[src/rtl/credit_flit_sender_if.sv]
// Flit transmitter bundle: crossbar-side handshake, link-side output and the
// credit return path.
//   valid_i/data_i/ready_o : crossbar flit handshake (accept on valid_i & ready_o)
//   valid_o/data_o         : registered link flit; the link has no back-pressure
//   credit_upd             : one-cycle pulse from the receiver, one credit back
//   credit_cnt             : current credit count
//   err_o                  : sticky protocol error
// modport slave is the transmitter's view, modport master the driver's view.
interface credit_flit_sender_if #(
  parameter int DW = 16
);
  logic          valid_i;
  logic [DW-1:0] data_i;
  logic          ready_o;
  logic          valid_o;
  logic [DW-1:0] data_o;
  logic          credit_upd;
  logic [7:0]    credit_cnt;
  logic          err_o;

  modport slave (
    input  valid_i, data_i, credit_upd,
    output ready_o, valid_o, data_o, credit_cnt, err_o
  );

  modport master (
    output valid_i, data_i, credit_upd,
    input  ready_o, valid_o, data_o, credit_cnt, err_o
  );
endinterface

[src/rtl/credit_flit_sender.sv]
// Credit-based wormhole flit transmitter for one egress port.
// Accepts HEAD/BODY/TAIL flits (type in data_i[DW-1:DW-2]) from the crossbar,
// registers them onto the link, spends one credit per forwarded flit and
// recovers one per credit_upd pulse. Packet framing is checked against
// PKT_LEN; with WHOLE_PKT=1 a HEAD waits until a full packet of credits exists.
// Flit type encoding: 2'b10 HEAD, 2'b01 TAIL, 2'b00 BODY (2'b11 is handled
// as a BODY).
// Ports:
//   clk  : clock
//   rstn : asynchronous active-low reset
//   bus  : credit_flit_sender_if.slave (crossbar handshake, link, credits, error)
module credit_flit_sender #(
  parameter int DW        = 16,
  parameter int CREDITS   = 8,
  parameter int PKT_LEN   = 4,
  parameter bit WHOLE_PKT = 1'b0
) (
  input  logic                   clk,
  input  logic                   rstn,
  credit_flit_sender_if.slave    bus
);

  typedef enum logic [1:0] {
    FT_BODY = 2'b00,
    FT_TAIL = 2'b01,
    FT_HEAD = 2'b10,
    FT_RSVD = 2'b11
  } flit_type_e;

  typedef enum logic {
    IDLE = 1'b0,
    BUSY = 1'b1
  } state_e;

  localparam logic [7:0] CREDITS_L  = 8'(CREDITS);
  localparam logic [7:0] PKT_LEN_L  = 8'(PKT_LEN);
  localparam logic [7:0] PKT_LAST_L = 8'(PKT_LEN - 1);

  state_e        state_q, state_d;
  logic [7:0]    idx_q, idx_d;
  logic [7:0]    cnt_q, cnt_d;
  logic          err_q, err_d;
  logic          valid_q;
  logic [DW-1:0] data_q;

  flit_type_e ftype;
  logic       is_head, is_tail;
  logic       ready, send, discard, fwd;
  logic       sat_err, frame_err;

  assign ftype   = flit_type_e'(bus.data_i[DW-1 -: 2]);
  assign is_head = (ftype == FT_HEAD);
  assign is_tail = (ftype == FT_TAIL);

  // ready depends only on registered state and the presented flit type, so a
  // credit returned this cycle becomes usable on the next one.
  always_comb begin
    // NOTE: every always_comb output gets a default first so no path leaves it
    // unassigned, which would otherwise infer a latch.
    ready = (cnt_q != 8'd0);
    if (state_q == IDLE) begin
      if (!is_head) begin
        ready = 1'b1;                       // stray BODY/TAIL: discard path
      end else if (WHOLE_PKT) begin
        ready = (cnt_q >= PKT_LEN_L);
      end
    end
  end

  assign send    = bus.valid_i & ready;
  assign discard = send & (state_q == IDLE) & ~is_head;
  assign fwd     = send & ~discard;       // only forwarded flits spend credit

  // Credit counter. A return that would exceed the receiver's buffer size is
  // a protocol violation: the count saturates and the error is flagged.
  always_comb begin
    cnt_d   = cnt_q;
    sat_err = 1'b0;
    unique case ({fwd, bus.credit_upd})
      2'b10:   cnt_d = cnt_q - 8'd1;
      2'b01: begin
        if (cnt_q == CREDITS_L) sat_err = 1'b1;
        else                    cnt_d   = cnt_q + 8'd1;
      end
      default: cnt_d = cnt_q;              // idle, or spend and return cancel
    endcase
  end

  // Packet framing. idx counts flits of the current packet already accepted,
  // so a legal packet sees its TAIL exactly at idx == PKT_LEN-1.
  always_comb begin
    state_d   = state_q;
    idx_d     = idx_q;
    frame_err = 1'b0;
    if (send) begin
      unique case (state_q)
        IDLE: begin
          if (is_head) begin
            state_d = BUSY;
            idx_d   = 8'd1;
          end else begin
            frame_err = 1'b1;
          end
        end
        BUSY: begin
          if (is_head) begin
            frame_err = 1'b1;              // unterminated packet, restart
            idx_d     = 8'd1;
          end else if (is_tail) begin
            frame_err = (idx_q != PKT_LAST_L);
            state_d   = IDLE;
            idx_d     = 8'd0;
          end else begin
            frame_err = (idx_q >= PKT_LAST_L); // BODY where the TAIL belongs
            idx_d     = idx_q + 8'd1;
          end
        end
        default: state_d = IDLE;
      endcase
    end
  end

  assign err_d = err_q | sat_err | frame_err;

  always_ff @(posedge clk or negedge rstn) begin
    if (!rstn) begin
      state_q <= IDLE;
      idx_q   <= 8'd0;
      cnt_q   <= CREDITS_L;
      err_q   <= 1'b0;
      valid_q <= 1'b0;
      data_q  <= '0;
    end else begin
      // NOTE: sequential state uses non-blocking assignments so every register
      // samples pre-edge values regardless of statement order.
      state_q <= state_d;
      idx_q   <= idx_d;
      cnt_q   <= cnt_d;
      err_q   <= err_d;
      valid_q <= fwd;
      if (send) data_q <= bus.data_i;
    end
  end

  assign bus.ready_o    = ready;
  assign bus.valid_o    = valid_q;
  assign bus.data_o     = data_q;
  assign bus.credit_cnt = cnt_q;
  assign bus.err_o      = err_q;

endmodule
[src/flat_wrapper.sv]
// flat-port wrapper written by rule: the top's interface ports become plain ports
module credit_flit_sender_flat 
#(
  parameter int DW        = 16,
  parameter int CREDITS   = 8,
  parameter int PKT_LEN   = 4,
  parameter bit WHOLE_PKT = 1'b0
)
  (clk, rstn, bus_valid_i, bus_data_i, bus_credit_upd, bus_ready_o, bus_valid_o, bus_data_o, bus_credit_cnt, bus_err_o);
  credit_flit_sender_if #(.DW(DW)) bus_i ();
  input  logic clk;
  input  logic rstn;
  input wire logic [$bits(bus_i.valid_i)-1:0] bus_valid_i;
  input wire logic [$bits(bus_i.data_i)-1:0] bus_data_i;
  input wire logic [$bits(bus_i.credit_upd)-1:0] bus_credit_upd;
  output wire logic [$bits(bus_i.ready_o)-1:0] bus_ready_o;
  output wire logic [$bits(bus_i.valid_o)-1:0] bus_valid_o;
  output wire logic [$bits(bus_i.data_o)-1:0] bus_data_o;
  output wire logic [$bits(bus_i.credit_cnt)-1:0] bus_credit_cnt;
  output wire logic [$bits(bus_i.err_o)-1:0] bus_err_o;
  assign bus_i.valid_i = bus_valid_i;
  assign bus_i.data_i = bus_data_i;
  assign bus_i.credit_upd = bus_credit_upd;
  assign bus_ready_o = bus_i.ready_o;
  assign bus_valid_o = bus_i.valid_o;
  assign bus_data_o = bus_i.data_o;
  assign bus_credit_cnt = bus_i.credit_cnt;
  assign bus_err_o = bus_i.err_o;
  credit_flit_sender #(.DW(DW), .CREDITS(CREDITS), .PKT_LEN(PKT_LEN), .WHOLE_PKT(WHOLE_PKT)) u_core (.clk(clk), .rstn(rstn), .bus(bus_i));
endmodule
[config.mk]
export PLATFORM = sky130hd
export DESIGN_NAME = credit_flit_sender_flat
export DESIGN_NICKNAME = d
export VERILOG_FILES = /design/src/rtl/credit_flit_sender_if.sv /design/src/rtl/credit_flit_sender.sv /design/src/flat_wrapper.sv
export SDC_FILE = /design/constraint.sdc
export NUM_CORES = 1
export LEC_CHECK = 0
export ABC_AREA = 0
export CAP_MARGIN = 30
export CORE_MARGIN = 3
export CORE_UTILIZATION = 30
export DETAILED_ROUTE_END_ITERATION = 16
export GPL_TIMING_DRIVEN = 0
export HOLD_SLACK_MARGIN = 0.06
export SLEW_MARGIN = 5
export SYNTH_ARGS = -nofsm -noshare
export SYNTH_HDL_FRONTEND = slang
export SYNTH_SLANG_ARGS = --single-unit
[constraint.sdc]
create_clock -name clk -period 3.3 [get_ports clk]
set_input_delay 0.66 -clock clk [delete_from_list [all_inputs] [get_ports clk]]
set_output_delay 0.66 -clock clk [all_outputs]
set_load 0.01 [all_outputs]
Fig. 1: floorplan with the power grid
Scale bar: 20 microns. Pins as bars on the die edge. Tap cells in grey.
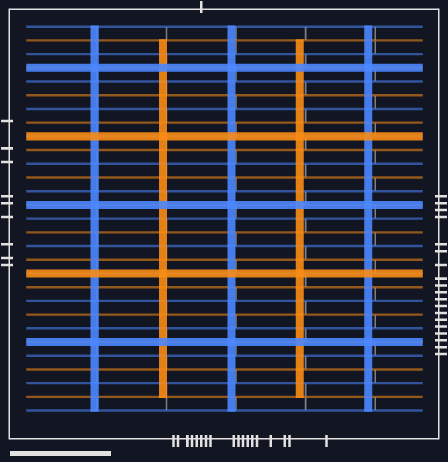
Orange stands for VDD. Blue stands for VSS.
5 straps on met4. The core has 28 rows. 47 signal pins sit on the boundary. 29 met1 rails follow the rows.
core area: 0.00599 sq mm
Die Wd: 84.9 microns
die height: 84.9 microns
peak supply drop: 447 uV

Fig. 2: cell classes on the final placement
Scale bar: 20 microns.
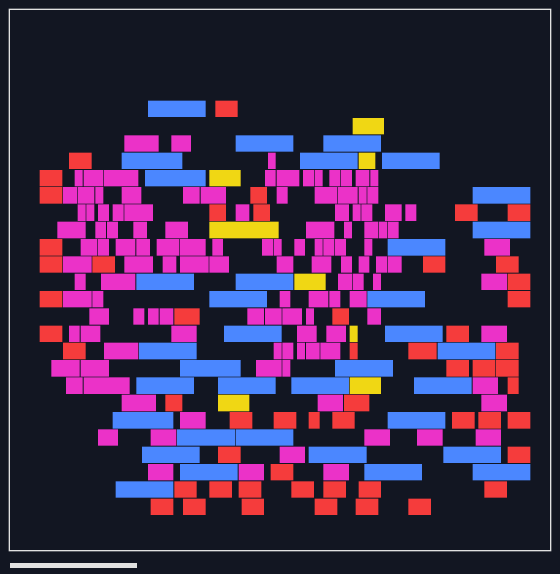
Yellow stands for clock drivers and dummy loads, cells 8. Red stands for other buffers and delay cells, cells 54. Blue stands for flip-flops, cells 35. Magenta stands for all other logic, cells 125.
Core Rows: 28
flop share of the area: 34.3%
post-layout util: 42.9%
Finished Cell Area: 0.00257 sq mm

Fig. 3: clock distribution
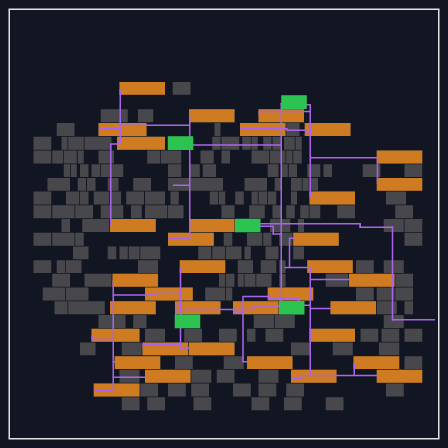
Green stands for cells driving clock nets, count 5. Purple stands for clock wires, length 474 microns. Orange stands for flip-flops, count 35.
There are 6 routed clock nets.

Fig. 4: signal wires by layer
Scale bar: 20 microns. Only two layers are drawn.
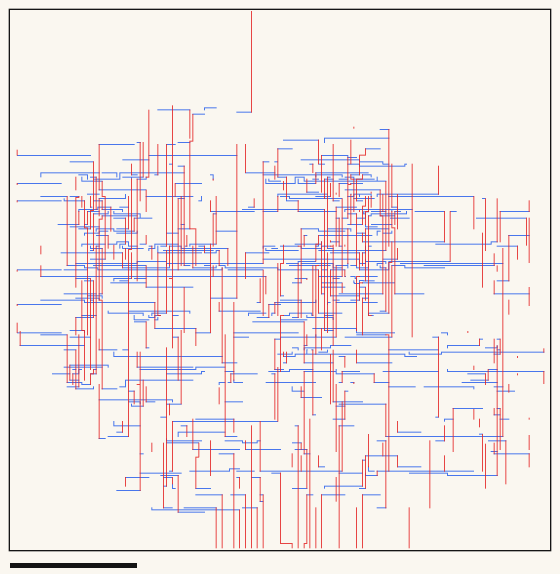
Red stands for met2, wire length 1930 microns. Blue stands for met1, wire length 1830 microns.
drt wl/cell: 13.6 microns
final wirelength: 4050 microns
routed via count: 1447
GRT Overall Usage: 12.3%

Fig. 5: placement view
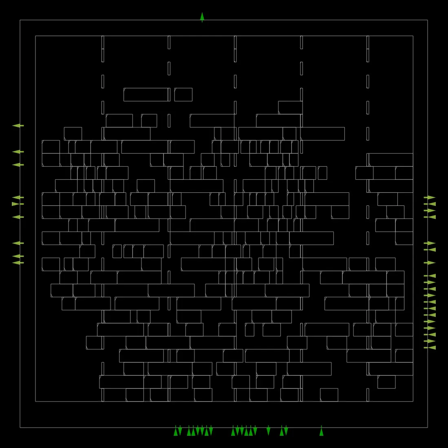
Flop Count: 35
Tapcells: 75
Fillers: 577
Cell Count, Final, Fillers Out: 297

per-stage QoR:
step                      util (%)  setup slack [ns]
final                         42.9             0.256
after global routing          42.9            0.0211
after CTS                     42.3            0.0425
after detailed placement      40.2            -0.600
after global placement        40.3            -0.574
after floorplan                  -             0.371
how the worst max path moves through the flow:
stage,cells after the start,endpoint,startpoint
global route,11,u_core.bus.credit_cnt[7],u_core.bus.credit_cnt[5]
floorplan,12,u_core.bus.credit_cnt[6],bus_data_i[14]
global placement,12,u_core.bus.credit_cnt[7],bus_data_i[15]
detailed placement,12,u_core.bus.credit_cnt[7],bus_data_i[15]
CTS,12,u_core.bus.credit_cnt[7],bus_data_i[15]
finish,11,u_core.bus.credit_cnt[7],u_core.bus.credit_cnt[5]
power by group through the flow:
| stage | Sequential [mW] | Combinational (mW) | Clock, mW |
|---|---|---|---|
| 2_1_floorplan | 0.645 | 0.452 | 0 |
| 3_3_place_gp | 0.633 | 0.727 | 0 |
| 3_5_place_dp | 0.636 | 0.736 | 0 |
| 4_1_cts | 0.631 | 0.751 | 0.393 |
| 5_1_grt | 0.638 | 0.851 | 0.416 |
| 6_report | 0.619 | 0.767 | 0.381 |
final cells by class:
type | count | area, sq um
well taps | 75 | 93.8
clock inverters | 2 | 37.5
fillers | 577 | 3420
clock buffers | 6 | 72.6
plain buffers | 5 | 38.8
inverters | 2 | 7.51
multi-input cells | 123 | 961
flip-flops and latches | 35 | 881
repair buffers | 49 | 478
cell families after synthesis:
kind of cell    Yosys count
simple gates             49
buf+inv                   7
fa+ha+maj                 8
mux                      24
xor+xnor                  9
flops                    35
compound gates           33
sequential cells by signal, indices dropped and copies added, names as in the netlist:
signal	cells
u_core.bus.err_o	1
u_core.idx_q	8
u_core.state_q	1
u_core.bus.valid_o	1
u_core.bus.data_o	16
u_core.bus.credit_cnt	8
==> out/results.ini <==
[run_status]
outcome = finished, final reports clean

[synthesis]
adder_share_pct = 5.76
yosys.area_share.xor_xnor_pct = 4.22
ys_cells = 165
yosysTopAreaCellShare_pct = 45.5
ff_type = dfrtp_1

[worst_setup_path]
crit_path_end_kind = flop
cp_slowest_stage_delay_ns = 0.58
path_max_fanout = 10
r2r_slack_ns = 0.26
start_kind = flop
ff2ff_path_depth = 11
rr_startpoint = u_core.bus.credit_cnt[5]
crit_type = reg -> reg
path_cells = or4_1, nor2_4, or2_1, clkbuf_4, nand2_2, ha_1, a211oi_2, o21ai_0, a31oi_1, mux2i_1, xnor2_1

[job]
warning_count = 26

[power_and_ir_drop]
p_comb_share_pct = 43.4
netSwitchingFraction_pct = 32.7
pwr-share-seq_pct = 35.0
total_power_mw = 1.77

[clock_tree]
cts.root.buffer_cell = clkbuf_8
cts-buffers-inserted = 5
cts_max_level = 2
cts_hold_buffers = 0
cts_tree = yes

[place]
hpwlAfterDp_microns = 2940
dpl.cell_count = 285

[global_route]
grt_pass1_wl_microns = 7120
overflow = 0

[detailed_routing]
drt_iter0_markers = 91
postRouteAntennaNets = 0

[timing]
final.setup.tns_ns = 0
finalMaxSlewViolations = 0
finalCriticalPeriod_ns = 3.04
hold_ws_ns = 0.438

[die]
fp_util_pct = 31.2

[finish]
final_cell_mix = clkdlybuf4s50_1, dfrtp_1, mux2_1

Power and IR drop assume default switching activity.
